`config.mk`:
```
export PLATFORM = sky130hd
export DESIGN_NAME = cic_comp_fir_flat
export DESIGN_NICKNAME = d
export VERILOG_FILES = /design/src/rtl/cic_pkg.sv /design/src/rtl/cic_comp_fir_if.sv /design/src/rtl/fir_sample_ram.sv /design/src/rtl/cic_comp_fir.sv /design/src/flat_wrapper.sv
export SDC_FILE = /design/constraint.sdc
export NUM_CORES = 2
export LEC_CHECK = 0
export ABC_CLOCK_PERIOD_IN_PS = 6500
export CAP_MARGIN = 20
export CELL_PAD_IN_SITES_DETAIL_PLACEMENT = 0
export CELL_PAD_IN_SITES_GLOBAL_PLACEMENT = 1
export CORE_MARGIN = 5
export CORE_UTILIZATION = 45
export DETAILED_ROUTE_END_ITERATION = 8
export GPL_TIMING_DRIVEN = 1
export MAX_ROUTING_LAYER = met4
export PLACE_DENSITY_LB_ADDON = 0.1
export REMOVE_ABC_BUFFERS = 1
export SYNTH_ARGS = -nofsm -noshare
export SYNTH_HDL_FRONTEND = slang
export SYNTH_SLANG_ARGS = --single-unit
```
`constraint.sdc`:
```
create_clock -name clk -period 6.5 [get_ports clk]
set_input_delay 0.975 -clock clk [delete_from_list [all_inputs] [get_ports clk]]
set_output_delay 0.975 -clock clk [all_outputs]
set_load 0.02 [all_outputs]
```
`src/rtl/cic_pkg.sv`:
```
// Shared constants, types and coefficient table for the CIC compensation FIR.
// The table holds one half of the symmetric 32-tap response (Q1.15).
// The full response sums to 32768, which gives unity DC gain.
package cic_pkg;

   localparam int IW    = 19;
   localparam int OW    = 16;
   localparam int CW    = 16;
   localparam int FRAC  = 15;
   localparam int TAPS  = 32;
   localparam int DEC   = 2;
   localparam int AW    = $clog2(TAPS);
   localparam int PHW   = (DEC > 1) ? $clog2(DEC) : 1;
   localparam int ACCW  = IW + CW + AW;
   localparam int SHIFT = FRAC + IW - OW;

   typedef enum logic [2:0] {
      S_CLEAR = 3'd0,
      S_IDLE  = 3'd1,
      S_MAC   = 3'd2,
      S_DRAIN = 3'd3,
      S_OUT   = 3'd4
   } state_t;

   // Taps 0..15; taps 16..31 mirror them.
   localparam logic signed [CW-1:0] COEF_HALF [TAPS/2] = '{
      -16'sd7,   -16'sd21,  -16'sd29,  -16'sd15,
       16'sd24,   16'sd80,   16'sd112,  16'sd64,
      -16'sd96,  -16'sd320, -16'sd464, -16'sd320,
       16'sd320,  16'sd1600, 16'sd3312, 16'sd12144
   };

   // Symmetric lookup: for k >= TAPS/2 the mirrored index TAPS-1-k equals ~k in the low bits.
   function automatic logic signed [CW-1:0] coef_at(input logic [AW-1:0] k);
      return COEF_HALF[k[AW-1] ? ~k[AW-2:0] : k[AW-2:0]];
   endfunction

endpackage

```
`src/rtl/cic_comp_fir_if.sv`:
```
// Sample-stream bundle between the CIC decimator, this FIR and the output stage.
interface cic_comp_fir_if;
   import cic_pkg::*;

   logic                 i_valid;
   logic signed [IW-1:0] i_data;
   logic                 o_valid;
   logic signed [OW-1:0] o_data;
   logic                 o_busy;
   logic                 o_overrun;

   modport master (output i_valid, i_data, input o_valid, o_data, o_busy, o_overrun);
   modport slave  (input i_valid, i_data, output o_valid, o_data, o_busy, o_overrun);

endinterface

```
`src/rtl/fir_sample_ram.sv`:
```
// TAPS x IW sample ring: one write port and one registered read port.
// Contents are not reset; the parent zeroes them in its CLEAR state.
module fir_sample_ram
   import cic_pkg::*;
(
   input  logic                 clk,
   input  logic                 rst,
   input  logic                 wr_en,
   input  logic [AW-1:0]        wr_addr,
   input  logic signed [IW-1:0] wr_data,
   input  logic [AW-1:0]        rd_addr,
   output logic signed [IW-1:0] rd_data
);

   logic signed [IW-1:0] mem_r [TAPS];
   logic signed [IW-1:0] rd_data_r;

   // Ring write port.
   always_ff @(posedge clk) begin
      if (wr_en) begin
         mem_r[wr_addr] <= wr_data;
      end
   end

   // Registered read port; read every cycle.
   always_ff @(posedge clk or posedge rst) begin
      if (rst) begin
         rd_data_r <= '0;
      end else begin
         rd_data_r <= mem_r[rd_addr];
      end
   end

   assign rd_data = rd_data_r;

endmodule

```
`src/rtl/cic_comp_fir.sv`:
```
// Decimating CIC compensation FIR with one time-multiplexed MAC (one tap per clock).
// A one-entry skid buffer absorbs a sample that arrives while a result is being computed.
// Build option CIC_COMP_SAT_EN: when defined, the output saturates to the OW range.
// Otherwise the output keeps the low OW bits of the rounded result.
module cic_comp_fir
   import cic_pkg::*;
(
   input logic           clk,
   input logic           i_reset,
   cic_comp_fir_if.slave bus
);

   state_t                 state_r, next_state_s;
   logic [AW-1:0]          cnt_r;
   logic [AW-1:0]          wr_ptr_r;
   logic [AW-1:0]          base_r;
   logic [PHW-1:0]         phase_r;
   logic                   skid_full_r;
   logic signed [IW-1:0]   skid_data_r;
   logic signed [ACCW-1:0] acc_r;
   logic signed [CW-1:0]   coef_r;
   logic signed [IW-1:0]   rd_data_s;
   logic [AW-1:0]          rd_addr_s;
   logic                   ram_wr_en_s;
   logic [AW-1:0]          ram_wr_addr_s;
   logic signed [IW-1:0]   ram_wr_data_s;
   logic                   sample_wr_s, wrap_s, skid_load_s, skid_pop_s, drop_s;
   logic                   acc_add_s, out_en_s;
   logic signed [IW+CW-1:0] prod_s;
   logic signed [ACCW-1:0] y_s;
   logic signed [OW-1:0]   out_s;
   logic                   o_valid_r, o_busy_r, o_overrun_r;
   logic signed [OW-1:0]   o_data_r;

   localparam logic signed [ACCW-1:0] ROUND_BIAS =
      {{(ACCW-SHIFT){1'b0}}, 1'b1, {(SHIFT-1){1'b0}}};

   fir_sample_ram u_ram (
      .clk     (clk),
      .rst     (i_reset),
      .wr_en   (ram_wr_en_s),
      .wr_addr (ram_wr_addr_s),
      .wr_data (ram_wr_data_s),
      .rd_addr (rd_addr_s),
      .rd_data (rd_data_s)
   );

   // Newest sample sits at base; tap k reads k samples back (mod TAPS).
   assign rd_addr_s = base_r - cnt_r;

   // FSM state register.
   always_ff @(posedge clk or posedge i_reset) begin
      if (i_reset) begin
         state_r <= S_CLEAR;
      end else begin
         state_r <= next_state_s;
      end
   end

   // FSM next-state logic.
   always_comb begin
      next_state_s = state_r;
      case (state_r)
         S_CLEAR: begin
            if (cnt_r == AW'(TAPS - 1)) next_state_s = S_IDLE;
            else                        next_state_s = S_CLEAR;
         end
         S_IDLE: begin
            if (wrap_s) next_state_s = S_MAC;
            else        next_state_s = S_IDLE;
         end
         S_MAC: begin
            if (cnt_r == AW'(TAPS - 1)) next_state_s = S_DRAIN;
            else                        next_state_s = S_MAC;
         end
         S_DRAIN: next_state_s = S_OUT;
         S_OUT:   next_state_s = S_IDLE;
         default: next_state_s = S_CLEAR;
      endcase
   end

   // FSM output decode: ring writes, skid control, accumulate and output strobes.
   always_comb begin
      ram_wr_en_s   = 1'b0;
      ram_wr_addr_s = wr_ptr_r;
      ram_wr_data_s = '0;
      sample_wr_s   = 1'b0;
      wrap_s        = 1'b0;
      skid_load_s   = 1'b0;
      skid_pop_s    = 1'b0;
      drop_s        = 1'b0;
      acc_add_s     = 1'b0;
      out_en_s      = 1'b0;
      case (state_r)
         S_CLEAR: begin
            ram_wr_en_s   = 1'b1;
            ram_wr_addr_s = cnt_r;
         end
         S_IDLE: begin
            // A held skid sample is older, so it goes first; a new strobe refills the skid.
            if (skid_full_r) begin
               sample_wr_s   = 1'b1;
               ram_wr_data_s = skid_data_r;
            end else if (bus.i_valid) begin
               sample_wr_s   = 1'b1;
               ram_wr_data_s = bus.i_data;
            end else begin
               sample_wr_s   = 1'b0;
            end
            ram_wr_en_s = sample_wr_s;
            wrap_s      = sample_wr_s && (phase_r == PHW'(DEC - 1));
            skid_pop_s  = skid_full_r;
            skid_load_s = skid_full_r && bus.i_valid;
         end
         S_MAC:   acc_add_s = (cnt_r != '0);
         S_DRAIN: acc_add_s = 1'b1;
         S_OUT:   out_en_s  = 1'b1;
         default: acc_add_s = 1'b0;
      endcase
      if (state_r != S_IDLE) begin
         skid_load_s = bus.i_valid && !skid_full_r;
         drop_s      = bus.i_valid && skid_full_r;
      end else begin
         drop_s      = 1'b0;
      end
   end

   // Product of the previous cycle's sample read and coefficient.
   always_comb begin
      prod_s = (IW+CW)'(rd_data_s) * (IW+CW)'(coef_r);
   end

   // Round half up, then drop SHIFT fractional bits and narrow to OW.
   always_comb begin
      y_s = (acc_r + ROUND_BIAS) >>> SHIFT;
`ifdef CIC_COMP_SAT_EN
      if (y_s > $signed({{(ACCW-OW+1){1'b0}}, {(OW-1){1'b1}}})) begin
         out_s = {1'b0, {(OW-1){1'b1}}};
      end else if (y_s < $signed({{(ACCW-OW+1){1'b1}}, {(OW-1){1'b0}}})) begin
         out_s = {1'b1, {(OW-1){1'b0}}};
      end else begin
         out_s = OW'(y_s);
      end
`else
      out_s = OW'(y_s);
`endif
   end

   // Datapath: ring pointer, decimation phase, tap counter, coefficient and accumulator.
   always_ff @(posedge clk or posedge i_reset) begin
      if (i_reset) begin
         wr_ptr_r <= '0;
         phase_r  <= '0;
         base_r   <= '0;
         cnt_r    <= '0;
         coef_r   <= '0;
         acc_r    <= '0;
      end else begin
         if (sample_wr_s) begin
            wr_ptr_r <= wr_ptr_r + AW'(1'b1);
            phase_r  <= (phase_r == PHW'(DEC - 1)) ? '0 : phase_r + PHW'(1'b1);
         end
         if (wrap_s) begin
            base_r <= wr_ptr_r;
         end
         if ((state_r == S_CLEAR) || (state_r == S_MAC)) begin
            cnt_r <= cnt_r + AW'(1'b1);
         end else begin
            cnt_r <= '0;
         end
         coef_r <= coef_at(cnt_r);
         if (wrap_s) begin
            acc_r <= '0;
         end else if (acc_add_s) begin
            acc_r <= acc_r + ACCW'(prod_s);
         end
      end
   end

   // One-entry skid buffer for samples that arrive while not IDLE.
   always_ff @(posedge clk or posedge i_reset) begin
      if (i_reset) begin
         skid_full_r <= 1'b0;
         skid_data_r <= '0;
      end else if (skid_load_s) begin
         skid_full_r <= 1'b1;
         skid_data_r <= bus.i_data;
      end else if (skid_pop_s) begin
         skid_full_r <= 1'b0;
      end
   end

   // Registered outputs: result strobe, held data, busy flag and sticky overrun.
   always_ff @(posedge clk or posedge i_reset) begin
      if (i_reset) begin
         o_valid_r   <= 1'b0;
         o_data_r    <= '0;
         o_busy_r    <= 1'b1;
         o_overrun_r <= 1'b0;
      end else begin
         o_valid_r <= out_en_s;
         if (out_en_s) begin
            o_data_r <= out_s;
         end
         o_busy_r <= (next_state_s != S_IDLE);
         if (drop_s) begin
            o_overrun_r <= 1'b1;
         end
      end
   end

   assign bus.o_valid   = o_valid_r;
   assign bus.o_data    = o_data_r;
   assign bus.o_busy    = o_busy_r;
   assign bus.o_overrun = o_overrun_r;

endmodule

```
`src/flat_wrapper.sv`:
```
// flat-port wrapper written by rule: the top's interface ports become plain ports
module cic_comp_fir_flat import cic_pkg::*;
  (clk, i_reset, bus_i_valid, bus_i_data, bus_o_valid, bus_o_data, bus_o_busy, bus_o_overrun);
  cic_comp_fir_if bus_i ();
  input logic clk;
  input logic i_reset;
  input wire logic [$bits(bus_i.i_valid)-1:0] bus_i_valid;
  input wire logic [$bits(bus_i.i_data)-1:0] bus_i_data;
  output wire logic [$bits(bus_i.o_valid)-1:0] bus_o_valid;
  output wire logic [$bits(bus_i.o_data)-1:0] bus_o_data;
  output wire logic [$bits(bus_i.o_busy)-1:0] bus_o_busy;
  output wire logic [$bits(bus_i.o_overrun)-1:0] bus_o_overrun;
  assign bus_i.i_valid = bus_i_valid;
  assign bus_i.i_data = bus_i_data;
  assign bus_o_valid = bus_i.o_valid;
  assign bus_o_data = bus_i.o_data;
  assign bus_o_busy = bus_i.o_busy;
  assign bus_o_overrun = bus_i.o_overrun;
  cic_comp_fir u_core (.clk(clk), .i_reset(i_reset), .bus(bus_i));
endmodule
```
Routing congestion:
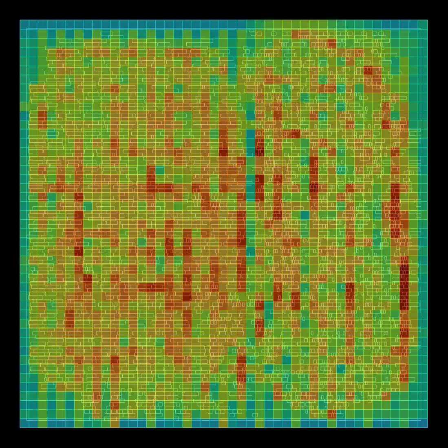
GR peak layer: met2
GR Layer Usage met3: 2.52%

Signal metal coverage by tile:
(1 px per um) The die is cut into 31 by 31 equal tiles; white is low, dark blue is high, scaled to the fullest tile. Values are wire area over tile area, all layers added.
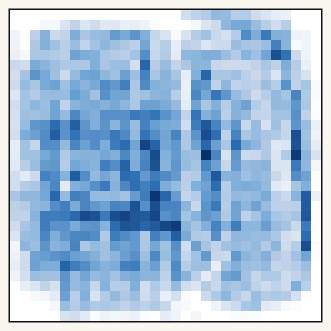
tiles over half the peak	29%
nearly empty tiles	8.4%
mean over tiles	0.15
Global Route Usage Sum: 20.9%
Routed WL: 96700 um
drt wl/cell: 23.4 um

M4 wires:
(1.5 px per um) Supply wires on this layer in grey.
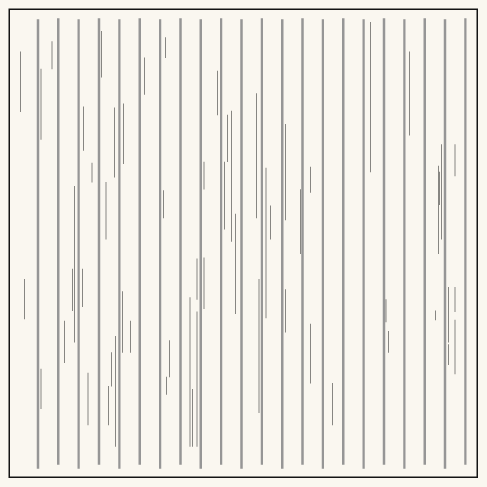
nets with wire on the layer	29
main direction	vertical
longest straight run	104 um
wire length on this layer	2390 um
share of all routed wire	2.5%
via count: 21900

Layout detail:
Window x 141 to 171, y 78 to 108 um. Cells in grey, sequential cells in the stronger grey; small squares are vias.
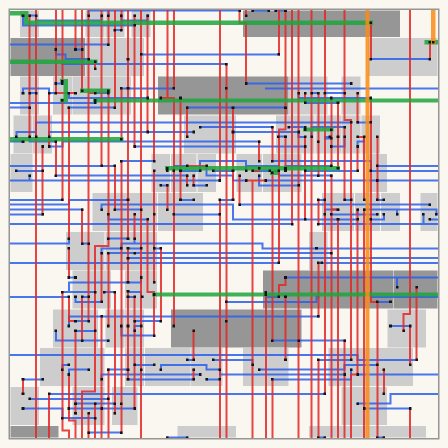
layer	colour
met2	red
met4	orange
met3	green
met1	blue
netlist names of flops here include	u_core.wr_ptr_r (3)
sequential cells in the window	5
most frequent	nand2_1 (16), xnor2_1 (4), dfrtp_1 (4)
cells with their middle in the window	53

Gate-type map:
(2 px per um)
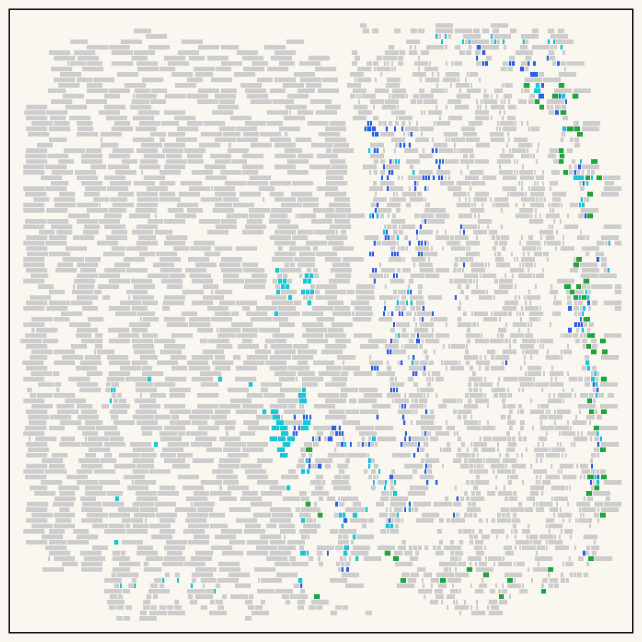
family	colour	cells	most used
AND-OR and OR-AND gates	green	59	a22o_1
NAND gates	blue	185	nand2_1
NOR gates	cyan	135	nor2_1

==> out/metrics.cfg <==
[clocking]
root_buffer=clkbuf_16
cts.sinks=732
clk_pin_slew_ns=0.06
cts_tree=built
clock_path_buffers=3
clkLatencyLatePin_ns=0.65
cts_max_level=3

[placed_design]
hpwl_um=63600
portBuffers=40

[cells_and_area]
largest_register_ffs=608
largest_register=u_core.u_ram.mem_r
final_core_util_pct=51.1
antenna_cells=1
layout-area-overhead-vs-synth_pct=12.9
clock_buffers=92
inv_count=510
fin_area_sq_um=46000
final-nonclk-buf-share_pct=2.93
nFillCells=7687
seq_share_pct=46.5
buffers=143
seqCellArea_sq_um=21400
comb_area_sq_um=17300
ff_count=732
fin_cells=4133
dominant-cell-class=sequential cells

[setup_path]
reg2reg_from=u_core.u_ram.rd_data[8]
reg2reg_depth=21
required_ns=7.01
cp-end-kind=register
worst_r2r_endpoint=u_core.acc_r[25]
cp-endpoint=u_core.acc_r[25]
critPathKind=reg -> reg

[floorplan]
core_area_sq_um=90000
rows=110
die_x_um=311
tap_cells=1176
die_h_um=311
die_area_sq_um=96700

[detailed_routing]
antenna_left=0
avgViaCountPerCell=5.29

[min_path]
holdPathStages=1
min_to=u_core.bus.o_overrun

[timing]
report.final.slew_viol_count=0
fmax_mhz=159
report.final.setup_viol=0
holdWs_ns=0.469
skew_ns=0.0360
hold_violations=0
timing.final.crit_period_ns=6.27

[global_routing]
antenna_found_initial=0
use_met2_pct=34.6
grt_pass1_wl_um=149000
grt.met1_usage_pct=27.9

[synthesis]
top_area_cell=edfxtp_1
synth_stat.cells=2790
aoi_share_pct=3.21
fa_ha_area_share_pct=19.3
edf_count=608
syn-instance-count=2790
postSynthSeqShare_pct=52.4
avgSynthCellArea_sq_um=14.6
ys_ff=732
synthArstFlopShare_pct=16.9
mux_area_share_pct=11.9
ys_warn_count=0
ys_top_cells_by_count=edfxtp_1, inv_1, fa_1

[job]
tool_warnings=31

[run_status]
status=completed

-- worst max-delay path, stage by stage (launching register included) --
cell	delay [ns]
dfrtp_2	0.54
and2_1	0.21
fa_1	0.53
inv_1	0.05
fa_1	0.45
fa_1	0.51
inv_1	0.05
fa_1	0.52
fa_1	0.50
inv_1	0.05
fa_1	0.47
inv_1	0.04
ha_1	0.36
a21oi_1	0.34
nor2b_1	0.10
nor4_1	0.18
buf_4	0.16
a21bo_2	0.19
a21boi_0	0.13
o21a_1	0.20
or3_1	0.30
a32o_1	0.26
-- repair_timing --
item	in CTS	in global routing
endpoints found under the setup margin	1	9
gates resized	1	27
setup buffers	0	11
-- per-layer routing --
metal	part of all wire (%)	vias to the layer above
li1	-	9817
met1	44	11500
met2	50	393
met3	3.3	142
met4	2.5	0
met5	0	-
